## src/rtl/spi_frame_seq.sv

```systemverilog
// spi_frame_seq: table-driven single-lane SPI master, one chip-select frame per stored word
// Ports: clk, RST (synchronous, active-high); wr_en/wr_addr/wr_data host table write port;
//        start/mode/stop sequence control; busy/word_done/cur_idx status;
//        spi_cs (active low), spi_clk, spi_data (MOSI) SPI master outputs. All outputs registered.
module spi_frame_seq #(
    parameter int WIDTH     = 24,
    parameter int DEPTH     = 4,
    parameter int DIV       = 4,
    parameter int GAP       = 2,
    parameter bit CPOL      = 1'b0,
    parameter bit LSB_FIRST = 1'b0
) (
    input  logic                     clk,
    input  logic                     RST,
    input  logic                     wr_en,
    input  logic [$clog2(DEPTH)-1:0] wr_addr,
    input  logic [WIDTH-1:0]         wr_data,
    input  logic                     start,
    input  logic                     mode,
    input  logic                     stop,
    output logic                     busy,
    output logic                     word_done,
    output logic [$clog2(DEPTH)-1:0] cur_idx,
    output logic                     spi_cs,
    output logic                     spi_clk,
    output logic                     spi_data
);
    localparam int AW = $clog2(DEPTH);
    localparam int CW = $clog2(DIV + 1);
    localparam int GW = $clog2(GAP + 1);
    localparam int TW = $clog2(2 * WIDTH + 1);
    typedef enum logic [1:0] {IDLE, SETUP, SHIFT, GAP_WAIT} state_t;
    state_t           state;
    logic [WIDTH-1:0] mem [DEPTH];
    logic [WIDTH-1:0] sh;
    logic [CW-1:0]    cnt;
    logic [GW-1:0]    gcnt;
    logic [TW-1:0]    tog;
    logic             mode_r;
    logic             stop_l;
    logic [AW-1:0]    nxt_idx;
    logic [WIDTH-1:0] nxt_word;
    logic             halt;
    function automatic logic first_bit(input logic [WIDTH-1:0] w);
        return LSB_FIRST ? w[0] : w[WIDTH-1];
    endfunction
    always_comb begin
        nxt_idx  = cur_idx + AW'(1);
        nxt_word = mem[nxt_idx];
        halt     = stop_l || (!mode_r && cur_idx == AW'(DEPTH - 1));
    end
    always_ff @(posedge clk)
        if (RST)
            for (int i = 0; i < DEPTH; i++) mem[i] <= '0;
        else if (wr_en)
            mem[wr_addr] <= wr_data;
    // tog counts completed spi_clk toggles; an odd count before a toggle means it is a trailing edge
    always_ff @(posedge clk) begin
        if (RST) begin
            state     <= IDLE;
            sh        <= '0;
            cnt       <= '0;
            gcnt      <= '0;
            tog       <= '0;
            mode_r    <= 1'b0;
            stop_l    <= 1'b0;
            busy      <= 1'b0;
            word_done <= 1'b0;
            cur_idx   <= '0;
            spi_cs    <= 1'b1;
            spi_clk   <= CPOL;
            spi_data  <= 1'b0;
        end else begin
            word_done <= 1'b0;
            if (busy && stop) stop_l <= 1'b1;
            case (state)
                IDLE: if (start) begin
                    state    <= SETUP;
                    cur_idx  <= '0;
                    mode_r   <= mode;
                    stop_l   <= stop;
                    busy     <= 1'b1;
                    sh       <= mem[0];
                    cnt      <= '0;
                    spi_cs   <= 1'b0;
                    spi_data <= first_bit(mem[0]);
                end
                SETUP: begin
                    cnt <= (cnt == CW'(DIV - 1)) ? '0 : cnt + 1'b1;
                    tog <= '0;
                    if (cnt == CW'(DIV - 1)) state <= SHIFT;
                end
                SHIFT: if (cnt != CW'(DIV - 1)) cnt <= cnt + 1'b1;
                else begin
                    cnt     <= '0;
                    spi_clk <= ~spi_clk;
                    tog     <= tog + 1'b1;
                    if (tog[0]) begin
                        sh       <= LSB_FIRST ? sh >> 1 : sh << 1;
                        spi_data <= LSB_FIRST ? sh[1] : sh[WIDTH-2];
                    end
                    if (tog == TW'(2 * WIDTH - 1)) begin
                        state     <= GAP_WAIT;
                        gcnt      <= '0;
                        spi_cs    <= 1'b1;
                        spi_data  <= 1'b0;
                        word_done <= 1'b1;
                    end
                end
                GAP_WAIT: if (gcnt != GW'(GAP - 1)) gcnt <= gcnt + 1'b1;
                else if (halt) begin
                    state  <= IDLE;
                    busy   <= 1'b0;
                    stop_l <= 1'b0;
                end else begin
                    state    <= SETUP;
                    cur_idx  <= nxt_idx;
                    sh       <= nxt_word;
                    cnt      <= '0;
                    spi_cs   <= 1'b0;
                    spi_data <= first_bit(nxt_word);
                end
                default: state <= IDLE;
            endcase
        end
    end
endmodule
```

## config.mk

```make
export PLATFORM = sky130hd
export DESIGN_NAME = spi_frame_seq
export DESIGN_NICKNAME = d
export VERILOG_FILES = /design/src/rtl/spi_frame_seq.sv
export SDC_FILE = /design/constraint.sdc
export NUM_CORES = 1
export LEC_CHECK = 0
export ABC_CLOCK_PERIOD_IN_PS = 6030
export CAP_MARGIN = 20
export CORE_MARGIN = 5
export CORE_UTILIZATION = 64
export CTS_CLUSTER_DIAMETER = 200
export DETAILED_ROUTE_END_ITERATION = 10
export GPL_ROUTABILITY_DRIVEN = 1
export HOLD_SLACK_MARGIN = 0.06
export PLACE_DENSITY_LB_ADDON = 0.08
export SLEW_MARGIN = 20
export SYNTH_ARGS = -nofsm -noshare
export SYNTH_HDL_FRONTEND = slang
export SYNTH_SLANG_ARGS = --single-unit
```

## constraint.sdc

```tcl
create_clock -name clk -period 6.03 [get_ports clk]
set_input_delay 1.206 -clock clk [delete_from_list [all_inputs] [get_ports clk]]
set_output_delay 1.206 -clock clk [all_outputs]
set_load 0.01 [all_outputs]
```

==> deck_impl_summary.md <==
Run Summary

Setup path
  • R2R setup slack: ~3.1 ns
  • Crit Reg-Reg Startpoint: state[1]
  • Critical path data required time: around 4.8 ns
  • Reg-to-reg endpoint: sh[18]
  • WP data arrival: ~2.2 ns
  • FF-to-FF path depth: 7
  • Crit Path Category: reg -> out
  • Startpoint types: register
  • CP max stage delay: between 0.9 and 1 ns
  • CP Cell Sequence: clkdlybuf4s50_1
  • CP max stage cell: dfxtp_2
  • Kind of cell adding the most delay to the critical path: flip-flops
  • Crit end category: output pin
  • Critical Path Fanout Max: 29
  • Levels on crit path: 1
  • Buf+Inv Stages, Crit Path: 1

Status
  • Status: completed

Hold path
  • Hold Path Cell Cnt: 2
  • Hold endpoint: cnt[1]
  • HP Class: reg -> reg

Final timing
  • Setup WS post-layout: between 2 and 3 ns
  • Worst slew pin tran: a little under 1 ns
  • Worst slew margin: approximately a third
  • Setup Skew: 0.00610 ns
  • RSZ-0062 raised after global routing: false
  • Tmin final: approximately 3.4 ns
  • Max Slew Vio Count: 0
  • Final Hold Vio Count: 0
  • Period utilization: between 50% and 60%
  • Setup violators final: 0
  • Achievable Freq: between 200 and 300 MHz
  • Worst hold slack: 0.455 ns

Cells and area
  • Final clock-cell share: 6.59%
  • Layout cells sized above 1: between 10% and 20%
  • Reg with most FFs: mem
  • Inverters, non-clock: 6
  • Most instantiated logic cell after routing: and2_1
  • Max reg flops: roughly 96
  • Filler cells: between 600 and 700
  • # clk buffers: 28
  • Non-clock buffer share of cell area: just under 6%
  • Tally of non-filler cells in the final layout: 693
  • Top cell category: registers
  • Final #Nets: 584
  • Fraction of area in multi-input gates: approximately a third
  • Area delta synth->final: 14.6%
  • Antenna diodes: 0
  • Biggest regs: mem x96, sh x23, tog x6
  • Sequential share of cell area: between 50% and 60%
  • Multi-input gates: around 330
  • Finished Cell Area: between 7000 and 8000 um^2
  • Most frequently placed logic cells in the final layout: and2_1, edfxtp_1, dfxtp_1

Logic synthesis
  • Top cell area share: 44.0%
  • Syn_nets: 552
  • Post-Syn Instances: 512
  • Top-count cell post-synth: and2_1
  • Top cells, area: edfxtp_1, dfxtp_1, and2_1, mux4_2, a311oi_2
  • Yosys Chip Area: between 6000 and 7000 um^2
  • XOR/XNOR Area Share: less than 1%
  • MUX area fraction: between 8 and 9%
  • Simple Share, Synth: roughly 17%
  • Number of enable flip-flop cells: 96
  • Logic family by area: simple AND/OR/NAND/NOR gates
  • Synth Seq Share: 57.8%
  • Yosys Instances: between 500 and 600
  • Cell Type Count: a little over 50
  • #FFs+latches synth: 141
  • Adder Area Share: under 10%

Pwr
  • Clk pwr: about 900 uW
  • PD cells: slightly below 400 nW/um^2
  • Sw power: ~890 uW
  • Logic power comb: 781 uW
  • Pwr top: registers
  • Gate power share: 27.0%
  • Clock network fraction of design power: 30.2%
  • Seq. pwr: ~1.2 mW
  • Leak: roughly 2.7 nW
  • Worst vdd ir: approximately 0.29 mV
  • P_int: around 2 mW
  • Switching Share: 30.7%
  • Total power: slightly below 3 mW

Route
  • Met2 WL: between 6000 and 7000 um
  • Via density: 5.81
  • WL met3: around 560 um
  • Antenna-violating nets left: 0
  • DRT iter0 DRCs: 247
  • Met1 wire length: 5180 um
  • DRT Pass-1 Iters: 5

Clock tree
  • Clock sink count: ~140
  • Root buffer cell: clkbuf_8
  • CTS tree: built
  • Post-CTS setup buffer count: 0
  • Max clock buf depth: 2
  • Cts bufs inserted: 17
  • Clock slew seen by the registers of the worst setup and hold paths: about 0.05 ns
  • CTS Hold Bufs: 0

Die
  • Pre-Place Util: between 60% and 70%
  • Die height: 111 um
  • IO Pins: 39
  • Core area: 10100 um^2
  • Full die area: 12400 um^2
  • TAP cells: about 140

GRT
  • First-pass GRT wire length: approximately 21000 um
  • Met2 Resource Use GR: 40.5%
  • Total grt overflow: 0
  • Vias in the first global route: 4241

Job
  • OpenROAD warning count: 29
  • Max Cap Viol: 0

Placement
  • Post-DP Area: 7010 um^2
  • I/O Buffers: 38
  • Placed cell count: 661
Met4 routing:
The bar under the picture is 20 um long. Cells faint in the background.
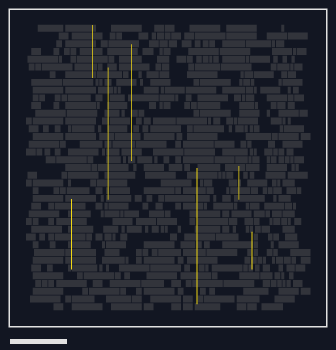
The layer carries 202 um of wire. The layer holds 1.6% of the routed length. The longest straight run is 47.6 um.

M3 wires:
Cells faint in the background.
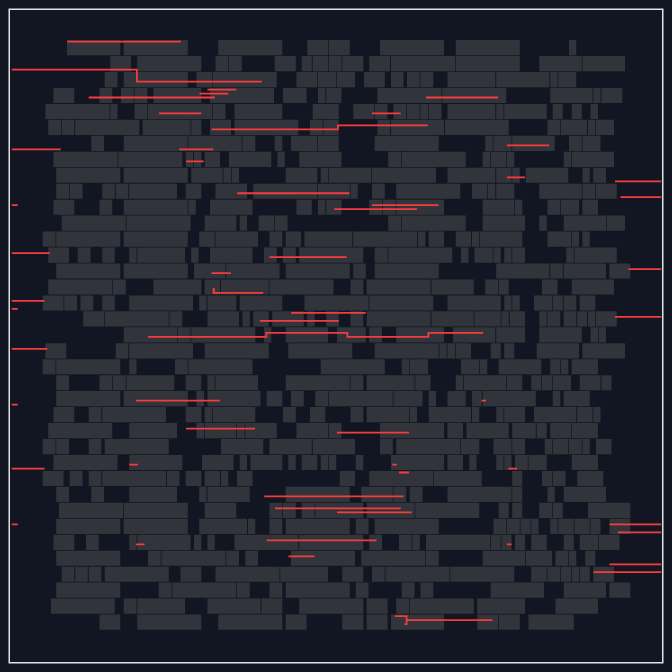
The wires run mostly horizontal. 33 nets have wire on it. The longest straight run is 23.5 um. The layer carries 562 um of wire.
drt total wl: 12700 um
routed vias: 4025
grt met3 use: 5.57%

Track usage over the die:
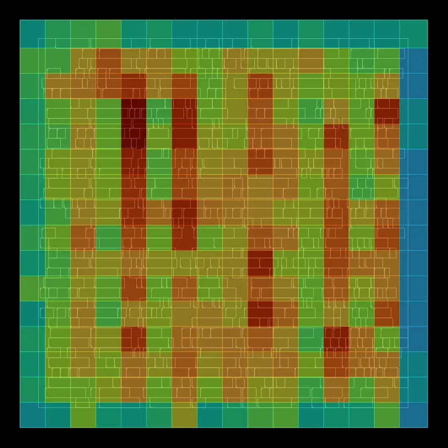
GR Util All Layers: 22.3%
routed wire length per instance: 18.4 um
gr busiest metal: met2
routing usage on met1: 24.9%
final core utilization: 74.0%

Power is estimated from default activity; no workload was simulated.
